==> config.mk <==
export PLATFORM = sky130hd
export DESIGN_NAME = sinegen8
export DESIGN_NICKNAME = d
export VERILOG_FILES = /design/src/rtl/sinegen8_pkg.sv /design/src/rtl/sinegen8_qlut.sv /design/src/rtl/sinegen8.sv
export SDC_FILE = /design/constraint.sdc
export NUM_CORES = 1
export LEC_CHECK = 0
export CAP_MARGIN = 20
export CORE_ASPECT_RATIO = 1.25
export CORE_UTILIZATION = 65
export CTS_CLUSTER_SIZE = 8
export DETAILED_ROUTE_END_ITERATION = 10
export DONT_BUFFER_PORTS = 1
export PLACE_DENSITY = 0.92
export SKIP_LAST_GASP = 1
export SLEW_MARGIN = 40
export SYNTH_ARGS = -nofsm -noshare
export SYNTH_HDL_FRONTEND = slang
export SYNTH_HIERARCHICAL = 1
export SYNTH_SLANG_ARGS = --single-unit
==> constraint.sdc <==
create_clock -name i_clk -period 4.6 [get_ports i_clk]
set_input_delay 1.15 -clock i_clk [delete_from_list [all_inputs] [get_ports i_clk]]
set_output_delay 1.15 -clock i_clk [all_outputs]
set_load 0.01 [all_outputs]
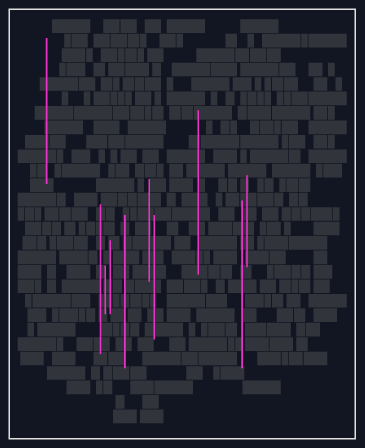
Fig. 1. Metal 4 (run 1).
The layer holds 3.5% of the routed length. 10 nets have wire on it. The wires run mostly vertical. The longest straight run is 31.3 um. The layer carries 227 um of wire.
routed via count: 2,645
Detailed Route WL: 6570 um

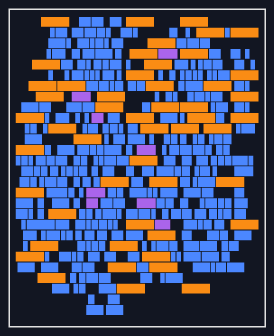
Fig. 2. Cell classes on the final placement (run 1).
Key: blue = combinational and other logic [cells 308, share of their area 66%]; purple = clock drivers and dummy loads [cells 8, share of their area 3.1%]; orange = sequential cells [cells 50, share of their area 31%]
post-route design area: 0.00327 mm^2
total core area: 0.00473 mm^2
fraction of area in registers: 0.306

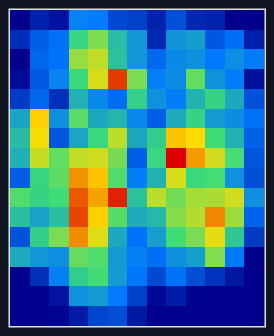
Fig. 3. Wire density map (run 1).
13 x 16 tiles, from dark blue (low) to red (high), scaled to the fullest tile. Values are wire area over tile area, all layers added.
The mean over all tiles is 0.21. 27% of the tiles are over half the peak. The fullest tile reaches 0.59. 11% of the tiles are nearly empty. The emptiest ninth of the die: bottom right.
gr usage total: 0.263
DR WL/cell: 15.4 um

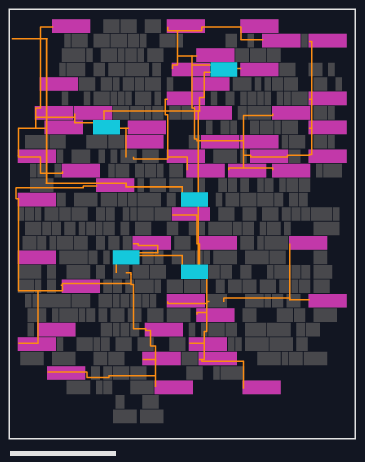
Fig. 4. Routed clock nets over the placement (run 1).
Scale bar: 20 um.
Key: cyan = clock drivers [count 5]; orange = clock wires [length 599 um]; magenta = flip-flops [count 50]
There are 6 routed clock nets. Position of the flops: spread over the die.
final setup skew: 12.7 ps
clk pwr: 0.279 mW

==> flow_metrics.py, run 1 <==
# Synthesis and PnR figures
metrics = {
    "synthesis": {
        "syn_area_mm2": 0.00321,
        "synth_cell_types": 64,
        "ys_cells": 376,
        "fp_nets": 432,
    },
    "sta": {
        "period_needed_ps": 3000,
        "setup_viol": 0,
        "worst_slack_ps": 1600,
        "fin_crit_sh": 0.651,
        "fin_setup_tns_ps": 0,
        "rsz0062_at_grt": "false",
        "max_freq_ghz": 0.334,
    },
    "setup_path": {
        "reg2reg_depth": 6,
        "slowest_stage": "fa_1",
        "endpoint_kind": "register",
        "regToRegSetupSlack_ps": 2060,
        "worstPathRequired_ps": 4820,
    },
    "finish": {
        "final_cell_mix": "dfxtp_1, nor2_1, nand2_1, ha_1, xnor2_1",
        "num-fill-cells": 383,
        "diodes": 0,
        "layout.cells.non_filler": 426,
        "mostFrequentLayoutCell": "dfxtp_1",
    },
    "placement": {
        "port_buffers": 0,
        "dp_cells": 418,
    },
    "outcome": {
        "status": "complete, no violations",
    },
    "clocking": {
        "clkTransAtPathRegs_ps": 110,
        "holdBufCountCts": 0,
        "clockBufferDepth": 2,
        "clkLatencyLatePin_ps": 320,
        "cts_setup_buffers": 0,
    },
    "hold_path": {
        "holdPathStages": 1,
    },
    "floorplanning": {
        "dieHeight_um": 80.6,
        "die_width_um": 64.9,
        "io_pins": 36,
    },
    "routing": {
        "drt.antenna.violating_nets": 0,
        "firstDrtPassIters": 4,
    },
    "pwr": {
        "pwr_density_cell_mw_per_mm2": 233,
    },
    "run": {
        "warnings": 35,
    },
}
-- run 1: stage by stage --
| stage | instance area [um^2] | utilization | hold slack [ps] |
|---|---|---|---|
| floorplan | 3210 | - | 414 |
| global placement | 3170 | 0.670 | 417 |
| detailed placement | 3170 | 0.671 | 428 |
| CTS | 3270 | 0.692 | 444 |
| global route | 3270 | 0.692 | 466 |
| finish | 3270 | 0.692 | 442 |
-- run 1: power by group --
| group | switching (mW) | internal (mW) | leakage, nW |
|---|---|---|---|
| logic | 0.0256 | 0.0201 | 0.810 |
| registers | 0.00397 | 0.435 | 0.403 |
| clock network | 0.165 | 0.114 | 0.0506 |
-- run 1: logic make-up (layout without fill, tap and decap cells) --
| logic type | after synthesis | after routing | synth area share |
|---|---|---|---|
| AND-OR/OR-AND | 99 | 99 | 0.210 |
| adder cells (fa/ha/maj) | 29 | 29 | 0.115 |
| XOR/XNOR | 36 | 36 | 0.0982 |
| multiplexers | 8 | 8 | 0.0253 |
| buffers and inverters | 29 | 19 | 0.0491 |
| AND/OR/NAND/NOR | 125 | 125 | 0.190 |
| flip-flops | 50 | 50 | 0.312 |
-- run 1: synth_stat cells (2+ instances only) --
master / instances / share of area
nor2_1: 46 / 0.054
nor4b_1: 3 / 0.0082
xor2_1: 13 / 0.035
a21oi_1: 21 / 0.033
inv_1: 10 / 0.012
buf_2: 3 / 0.0047
nor3_1: 7 / 0.011
a21boi_2: 2 / 0.0070
a211o_1: 2 / 0.0055
o211ai_1: 3 / 0.0070
nand4_1: 6 / 0.012
and3_1: 2 / 0.0039
o21a_1: 2 / 0.0047
a21o_1: 3 / 0.0070
o31ai_1: 3 / 0.0070
a31o_2: 2 / 0.0055
xnor2_1: 23 / 0.063
a221o_1: 2 / 0.0062
or3_1: 3 / 0.0058
nand2b_2: 2 / 0.0055
nor4_1: 4 / 0.0078
ha_1: 28 / 0.11
buf_6: 2 / 0.0070
dfxtp_1: 50 / 0.31
nor2b_1: 5 / 0.0097
nand2_1: 28 / 0.033
a31oi_1: 7 / 0.014
and2b_2: 2 / 0.0055
buf_4: 2 / 0.0047
o21ai_0: 21 / 0.033
clkbuf_1: 7 / 0.0082
a22o_1: 6 / 0.016
a211oi_1: 11 / 0.026
nand2b_1: 4 / 0.0078
mux2i_1: 7 / 0.022
nand3_1: 6 / 0.0094
-- run 1: layer usage --
| layer | vias up | track usage | wire length [um] |
|---|---|---|---|
| met1 | 1217 | 0.275 | 2650 |
| met4 | 0 | 0.129 | 227 |
| met3 | 22 | 0.0597 | 377 |
| met5 | - | 0 | 0 |
| met2 | 78 | 0.485 | 3320 |
| li1 | 1328 | - | - |
-- run 1: final cells by class --
type	instances	area share
multi-input cells	297	0.629
flip-flops and latches	50	0.306
well taps	60	0.0229
clock buffers	5	0.0210
inverters	11	0.0126
clock inverters	3	0.00880
Fig. 5: run 1, the clock network
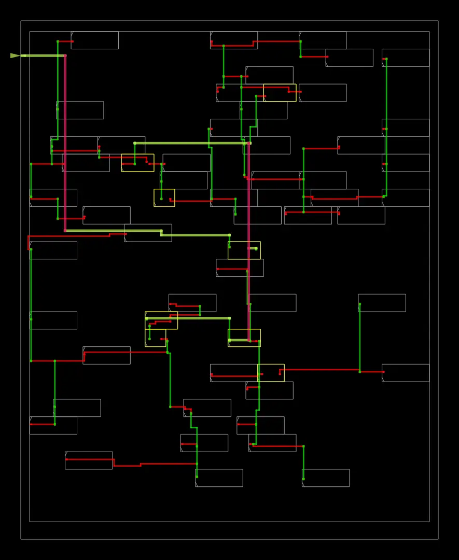

==> run 1 -> run 2 <==
--- a/config.mk
+++ b/config.mk
@@ -7,11 +7,11 @@
 export LEC_CHECK = 0
 export CAP_MARGIN = 20
 export CORE_ASPECT_RATIO = 1.25
-export CORE_UTILIZATION = 65
+export CORE_UTILIZATION = 64
 export CTS_CLUSTER_SIZE = 8
 export DETAILED_ROUTE_END_ITERATION = 10
 export DONT_BUFFER_PORTS = 1
-export PLACE_DENSITY = 0.92
+export PLACE_DENSITY = 0.91
 export SKIP_LAST_GASP = 1
 export SLEW_MARGIN = 40
 export SYNTH_ARGS = -nofsm -noshare
==> constraint.sdc (replaced) <==
create_clock -name i_clk -period 3.1 [get_ports i_clk]
set_input_delay 0.775 -clock i_clk [delete_from_list [all_inputs] [get_ports i_clk]]
set_output_delay 0.775 -clock i_clk [all_outputs]
set_load 0.01 [all_outputs]
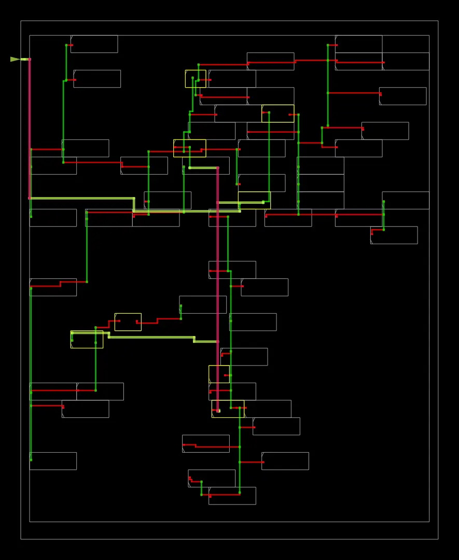
Fig. 6. The clock network (run 2).
Clock buffer cells: 5
clk pwr: 0.407 mW

==> run 2 against run 1 <==
  * Clock power rose by 46%
  * Area after synthesis did not move
  * Via count fell by 2.5%
  * Flip-flop count did not move
  * Combinational power rose by 44%
  * Power rose by 47%
  * Worst hold slack improved by 1.4 ps
  * Critical path type unchanged
  * Largest cell class unchanged
  * Highest routed layer unchanged
==> flow_metrics.py, run 2 <==
# Synthesis and PnR figures
metrics = {
    "grt": {
        "track_usage": 0.254,
    },
    "sta": {
        "max_freq_ghz": 0.406,
        "worst_slack_ps": 638,
        "fin_setup_tns_ps": 0,
        "timing.hold.ws_ps": 444,
        "fin_crit_sh": 0.794,
        "period_needed_ps": 2460,
    },
    "synthesis": {
        "synth.top_cells.by_count": "dfxtp_1, nor2_1, ha_1, nand2_1, xnor2_1",
        "fp_nets": 432,
        "ys_cells": 376,
        "synth_cell_types": 64,
        "syn_area_mm2": 0.00321,
        "synth_top_cell_by_area": "dfxtp_1",
    },
    "setup_path": {
        "reg2reg_depth": 8,
        "regToRegSetupSlack_ps": 770,
        "worstPathRequired_ps": 3310,
        "endpoint_kind": "register",
        "slowest_stage": "fa_1",
    },
    "floorplanning": {
        "core-area_mm2": 0.00476,
        "dieHeight_um": 81.2,
        "io_pins": 36,
    },
    "pwr": {
        "combinationalPowerShare": 0.059,
        "p_switching_mw": 0.281,
        "pwr_density_cell_mw_per_mm2": 343,
        "intPower_mw": 0.843,
        "p_seq_frac": 0.580,
    },
    "routing": {
        "totalWireLength_um": 6340,
        "drt.antenna.violating_nets": 0,
        "firstDrtPassIters": 4,
        "wl_per_cell_um": 14.8,
        "vias": 2580,
    },
    "placement": {
        "port_buffers": 0,
        "placed_cell_area_mm2": 0.00318,
    },
    "clocking": {
        "clockBufferDepth": 2,
        "clkTransAtPathRegs_ps": 100,
        "holdBufCountCts": 0,
        "cts_setup_buffers": 0,
    },
    "hold_path": {
        "holdPathStages": 1,
    },
    "finish": {
        "final_cell_mix": "dfxtp_1, nor2_1, nand2_1, ha_1, xnor2_1",
        "mostFrequentLayoutCell": "dfxtp_1",
        "diodes": 0,
    },
    "outcome": {
        "status": "complete, no violations",
    },
    "run": {
        "warnings": 35,
    },
}
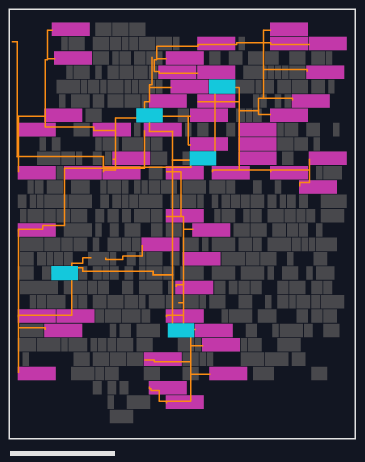
Fig. 7. Routed clock nets over the placement (run 2).
Scale bar: 20 um.
Key: magenta = flip-flops [count 50]; orange = clock wires [length 589 um]; cyan = clock drivers [count 5]
Position of the flops: spread over the die.
Clock Power Share: 0.362
final setup skew: 11.0 ps
clk latency late pin: 320 ps

## run 2: metal layers
metal / vias to the layer above / track usage / part of all wire
li1: 1326 / - / -
met1: 1184 / 0.282 / 0.41
met2: 58 / 0.458 / 0.52
met3: 12 / 0.0618 / 0.053
met4: 0 / 0.104 / 0.019
met5: - / 0 / 0
## run 2: layout make-up
class,count,area [um^2]
clock buffers,5,68.8
clock inverters,3,28.8
fillers,377,1480
inverters,11,41.3
multi-input cells,297,2050
flip-flops and latches,50,1000
well taps,60,75.1
repair buffers,2,15.0
## run 2: metrics by stage
stage | power (mW) | util | cells
2_1_floorplan | 0.727 | - | 376
3_3_place_gp | 0.729 | 0.668 | 420
3_5_place_dp | 0.732 | 0.668 | 420
4_1_cts | 1.13 | 0.689 | 428
5_1_grt | 1.17 | 0.689 | 428
6_report | 1.12 | 0.689 | 428
## run 2: kinds of logic after synthesis
family | after synthesis | synth area share
AOI/OAI and AO/OA | 99 | 0.210
buffers and inverters | 29 | 0.0491
adders and majority gates | 29 | 0.115
DFF | 50 | 0.312
muxes | 8 | 0.0253
and+or+nand+nor | 125 | 0.190
xor gates and xnor gates | 36 | 0.0982
## run 2: power groups by stage
stage                     clock network (mW)  registers (mW)  logic (mW)
after global placement                     0           0.666      0.0630
final                                  0.407           0.652      0.0658
after global routing                   0.443           0.653      0.0745
after floorplan                            0           0.665      0.0617
after detailed placement                   0           0.667      0.0653
after CTS                              0.414           0.652      0.0658
## run 2: worst max-delay path: cells and delay by family
family	cells	cell delay, ps
AND-OR/OR-AND	4	1050
adder cells (fa/ha/maj)	2	600
AND/OR/NAND/NOR	1	140
XOR/XNOR	1	90
No activity file was given, so power comes from the tool's default toggle rates.
